==> config.mk <==
export PLATFORM = sky130hd
export DESIGN_NAME = s2p_align_ctrl_flat
export DESIGN_NICKNAME = d
export VERILOG_FILES = /design/src/rtl/s2p_align_ctrl_if.sv /design/src/rtl/s2p_align_ctrl.sv /design/src/flat_wrapper.sv
export SDC_FILE = /design/constraint.sdc
export NUM_CORES = 1
export LEC_CHECK = 0
export CAP_MARGIN = 20
export CELL_PAD_IN_SITES_DETAIL_PLACEMENT = 1
export CELL_PAD_IN_SITES_GLOBAL_PLACEMENT = 1
export CORE_MARGIN = 5
export CORE_UTILIZATION = 39
export CTS_CLUSTER_DIAMETER = 100
export CTS_CLUSTER_SIZE = 14
export DETAILED_ROUTE_END_ITERATION = 7
export PLACE_DENSITY_LB_ADDON = 0.15
export SETUP_SLACK_MARGIN = 0.1
export SLEW_MARGIN = 10
export SYNTH_ARGS = -nofsm -noshare
export SYNTH_HDL_FRONTEND = slang
export SYNTH_SLANG_ARGS = --single-unit
==> constraint.sdc <==
create_clock -name CLK -period 1.7 [get_ports CLK]
set_input_delay 0.255 -clock CLK [delete_from_list [all_inputs] [get_ports CLK]]
set_output_delay 0.255 -clock CLK [all_outputs]
set_load 0.01 [all_outputs]
==> src/rtl/s2p_align_ctrl_if.sv <==
// Receive-side bundle of the serial-to-parallel aligner: serial input and
// enable in, aligned byte stream and lock status out.
interface s2p_align_ctrl_if;
  logic       ENABLE;
  logic       DATA_IN;
  logic [7:0] DATA_OUT;
  logic       VALID_OUT;
  logic       K_OUT;
  logic       LOCKED;
  logic [1:0] STATE_OUT;

  modport slave (
    input  ENABLE, DATA_IN,
    output DATA_OUT, VALID_OUT, K_OUT, LOCKED, STATE_OUT
  );

  modport master (
    output ENABLE, DATA_IN,
    input  DATA_OUT, VALID_OUT, K_OUT, LOCKED, STATE_OUT
  );
endinterface

==> src/rtl/s2p_align_ctrl.sv <==
// Comma-based byte aligner: hunts for COMMA at any bit offset, confirms lock over
// LOCK_COUNT aligned commas, then strobes out one aligned byte every 8 clocks.
module s2p_align_ctrl #(
  parameter logic [7:0]  COMMA      = 8'hBC,
  parameter int unsigned LOCK_COUNT = 2
) (
  input  logic            CLK,
  input  logic            RESET,
  s2p_align_ctrl_if.slave bus
);

  typedef enum logic [1:0] {
    IDLE   = 2'd0,
    SEARCH = 2'd1,
    COUNT  = 2'd2,
    ACTIVE = 2'd3
  } state_t;

  localparam logic [3:0] LOCK_TGT = 4'(LOCK_COUNT);

  state_t     state, state_n;
  logic [7:0] sr, nxt;
  logic [7:0] data_q, data_n;
  logic [2:0] bit_cnt, bit_n;
  logic [3:0] com_cnt, com_n, com_inc;
  logic       valid_q, valid_n;
  logic       k_q, k_n;
  logic       locked_q;
  logic       is_comma, boundary;

  assign nxt      = {sr[6:0], bus.DATA_IN};
  assign is_comma = (nxt == COMMA);
  assign boundary = (bit_cnt == 3'd7);
  assign com_inc  = com_cnt + 4'd1;

  always_ff @(posedge CLK or posedge RESET) begin
    if (RESET) begin
      state    <= IDLE;
      sr       <= '0;
      bit_cnt  <= '0;
      com_cnt  <= '0;
      data_q   <= '0;
      valid_q  <= 1'b0;
      k_q      <= 1'b0;
      locked_q <= 1'b0;
    end else begin
      state    <= state_n;
      sr       <= nxt;
      bit_cnt  <= bit_n;
      com_cnt  <= com_n;
      data_q   <= data_n;
      valid_q  <= valid_n;
      k_q      <= k_n;
      locked_q <= (state_n == ACTIVE);
    end
  end

  always_comb begin
    state_n = state;
    bit_n   = bit_cnt + 3'd1;
    com_n   = com_cnt;
    data_n  = data_q;
    valid_n = 1'b0;
    k_n     = k_q;
    if (!bus.ENABLE) begin
      state_n = IDLE;
      bit_n   = '0;
      com_n   = '0;
    end else begin
      unique case (state)
        IDLE: begin
          state_n = SEARCH;
          bit_n   = '0;
          com_n   = '0;
        end
        SEARCH: begin
          // Sliding-window hunt; a hit fixes the byte phase at this edge.
          bit_n = '0;
          if (is_comma) begin
            com_n   = 4'd1;
            state_n = (LOCK_TGT == 4'd1) ? ACTIVE : COUNT;
          end
        end
        COUNT: begin
          if (boundary) begin
            if (is_comma) begin
              com_n = com_inc;
              if (com_inc == LOCK_TGT) state_n = ACTIVE;
            end else begin
              com_n   = '0;
              state_n = SEARCH;
            end
          end
        end
        ACTIVE: begin
          if (boundary) begin
            data_n  = nxt;
            valid_n = 1'b1;
            k_n     = is_comma;
          end
        end
      endcase
    end
  end

  assign bus.DATA_OUT  = data_q;
  assign bus.VALID_OUT = valid_q;
  assign bus.K_OUT     = k_q;
  assign bus.LOCKED    = locked_q;
  assign bus.STATE_OUT = state;

endmodule

==> src/flat_wrapper.sv <==
// flat-port wrapper written by rule: the top's interface ports become plain ports
module s2p_align_ctrl_flat 
#(
  parameter logic [7:0]  COMMA      = 8'hBC,
  parameter int unsigned LOCK_COUNT = 2
)
  (CLK, RESET, bus_ENABLE, bus_DATA_IN, bus_DATA_OUT, bus_VALID_OUT, bus_K_OUT, bus_LOCKED, bus_STATE_OUT);
  s2p_align_ctrl_if bus_i ();
  input  logic CLK;
  input  logic RESET;
  input wire logic [$bits(bus_i.ENABLE)-1:0] bus_ENABLE;
  input wire logic [$bits(bus_i.DATA_IN)-1:0] bus_DATA_IN;
  output wire logic [$bits(bus_i.DATA_OUT)-1:0] bus_DATA_OUT;
  output wire logic [$bits(bus_i.VALID_OUT)-1:0] bus_VALID_OUT;
  output wire logic [$bits(bus_i.K_OUT)-1:0] bus_K_OUT;
  output wire logic [$bits(bus_i.LOCKED)-1:0] bus_LOCKED;
  output wire logic [$bits(bus_i.STATE_OUT)-1:0] bus_STATE_OUT;
  assign bus_i.ENABLE = bus_ENABLE;
  assign bus_i.DATA_IN = bus_DATA_IN;
  assign bus_DATA_OUT = bus_i.DATA_OUT;
  assign bus_VALID_OUT = bus_i.VALID_OUT;
  assign bus_K_OUT = bus_i.K_OUT;
  assign bus_LOCKED = bus_i.LOCKED;
  assign bus_STATE_OUT = bus_i.STATE_OUT;
  s2p_align_ctrl #(.COMMA(COMMA), .LOCK_COUNT(LOCK_COUNT)) u_core (.CLK(CLK), .RESET(RESET), .bus(bus_i));
endmodule
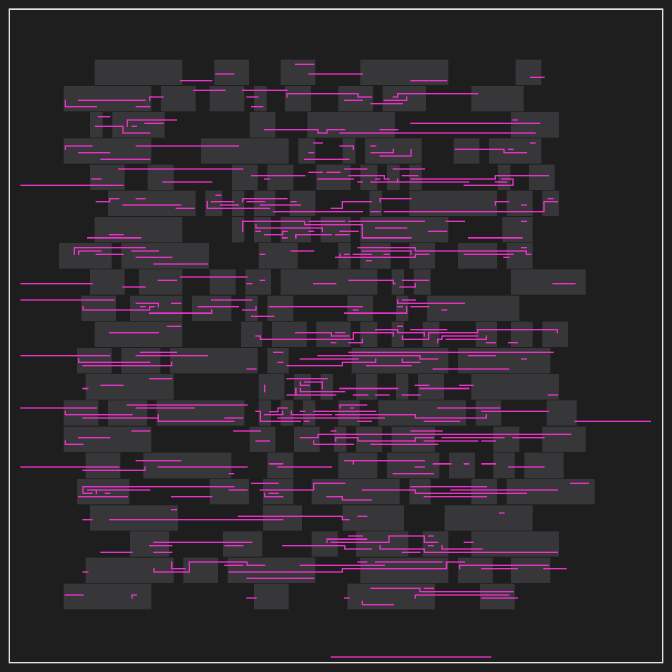
**Above:** signal wires on met1.
Cells faint in the background.
nets with wire on the layer = 147
main direction = horizontal
wire length on this layer = 1,420 um
share of all routed wire = 47%
longest straight run = 26.2 um
met1 Usage GRT: 0.2113
aggregate routed wire length: 3040 um

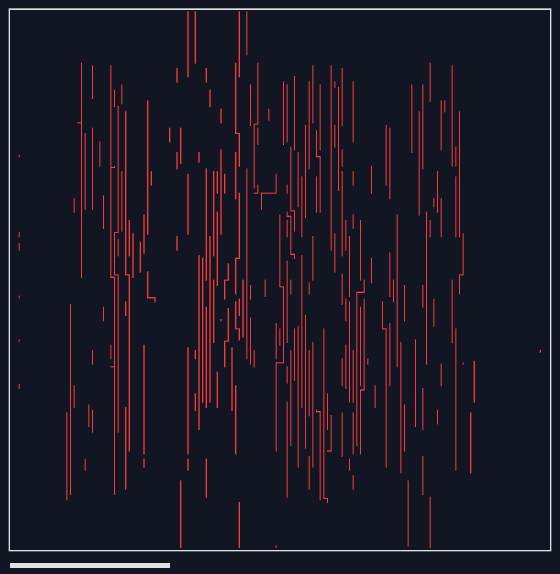
**Above:** met2 routing.
Scale bar: 20 um.
longest straight run = 27.2 um
main direction = vertical
wire length on this layer = 1,530 um
share of all routed wire = 50%
nets with wire on the layer = 146
via count: 986
met2 GRT Util: 0.2503

==> flow_metrics.tcl <==
# yosys + openroad results
set metrics [dict create \
    status "finished with violations" \
    violations "setup timing" \
    dp.final_hpwl_um 2138 \
    vias_per_cell 4.980 \
    antenna_found_initial 0 \
    crit_family "simple AND/OR/NAND/NOR gates" \
    worstSetupEndpoint "u_core.bus.LOCKED$_DFF_PP0_" \
    yosys_area_mm2 0.001297 \
    path_cells "inv_1 -> ha_2 -> or4b_4 -> o31ai_4 -> nor3_2 -> a2111oi_4 -> and2_1" \
    tns_ps -39.00 \
    flops 27 \
    clockNetworkAreaShare 0.01389 \
    floorplan.nets 120 \
    crit_path_start "u_core.com_cnt[1]$_DFFE_PP0P_" \
    buffer_area_frac 0.2083 \
    comb_share 0.3704 \
    layout.area.comb_um2 700.7 \
    row_count 21 \
    fp-utilization 0.3950 \
    sw_frac_of_total 0.2479 \
    fin_hold_ws_ps 267.1 \
    synth_cell_types 37 \
    cts_sinks 27 \
    post_cts_buffers 9 \
    dieArea_mm2 0.004581 \
    period_needed_ps 1739 \
    worst_path_largest_cell_delay_ps 470 \
    layout_setup_ws_ps -39.00 \
    finalSetupViolCount 1 \
    cp_num_buf_inv 1 \
    p_leak_nw 0.8921 \
    met2WireLength_um 1534 \
    max_freq_mhz 575.0 \
    hold_buffers 0 \
    reg2reg_from "u_core.com_cnt[1]$_DFFE_PP0P_" \
    dr.pass1.iters 2 \
    top_area_frac 0.5207 \
    cts_buffers 3 \
    drt-initial-drc-count 20 \
    design.core.area_mm2 0.003284 \
    finalClockPeriodUsage 1.023 \
    edf_count 0 \
    required_ps 1980 \
    root_buffer "clkbuf_4" \
    synth_top_cell_by_area "dfrtp_1" \
    final_util 0.5760 \
    r2r-end "u_core.bus.LOCKED$_DFF_PP0_" \
    nets 166 \
    met3_wirelength_um 46 \
]
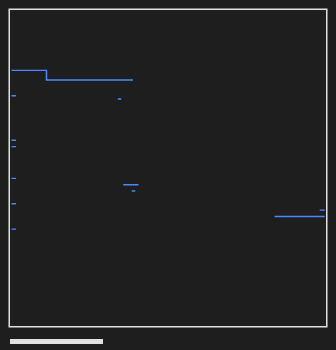
**Above:** signal wires on met3.
Scale bar: 20 um.
longest straight run = 18.4 um
wire length on this layer = 46.7 um

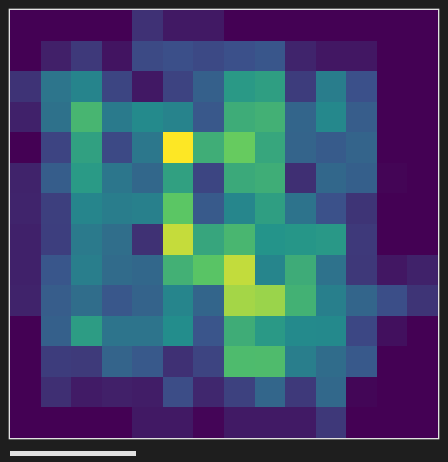
**Above:** routed metal per tile.
Scale bar: 20 um. The die is cut into 14 by 14 equal tiles; dark purple is low, yellow is high, scaled to the fullest tile. Values are wire area over tile area, all layers added.
tiles over half the peak = 17%
nearly empty tiles = 22%
mean over tiles = 0.10
fullest tile = 0.38

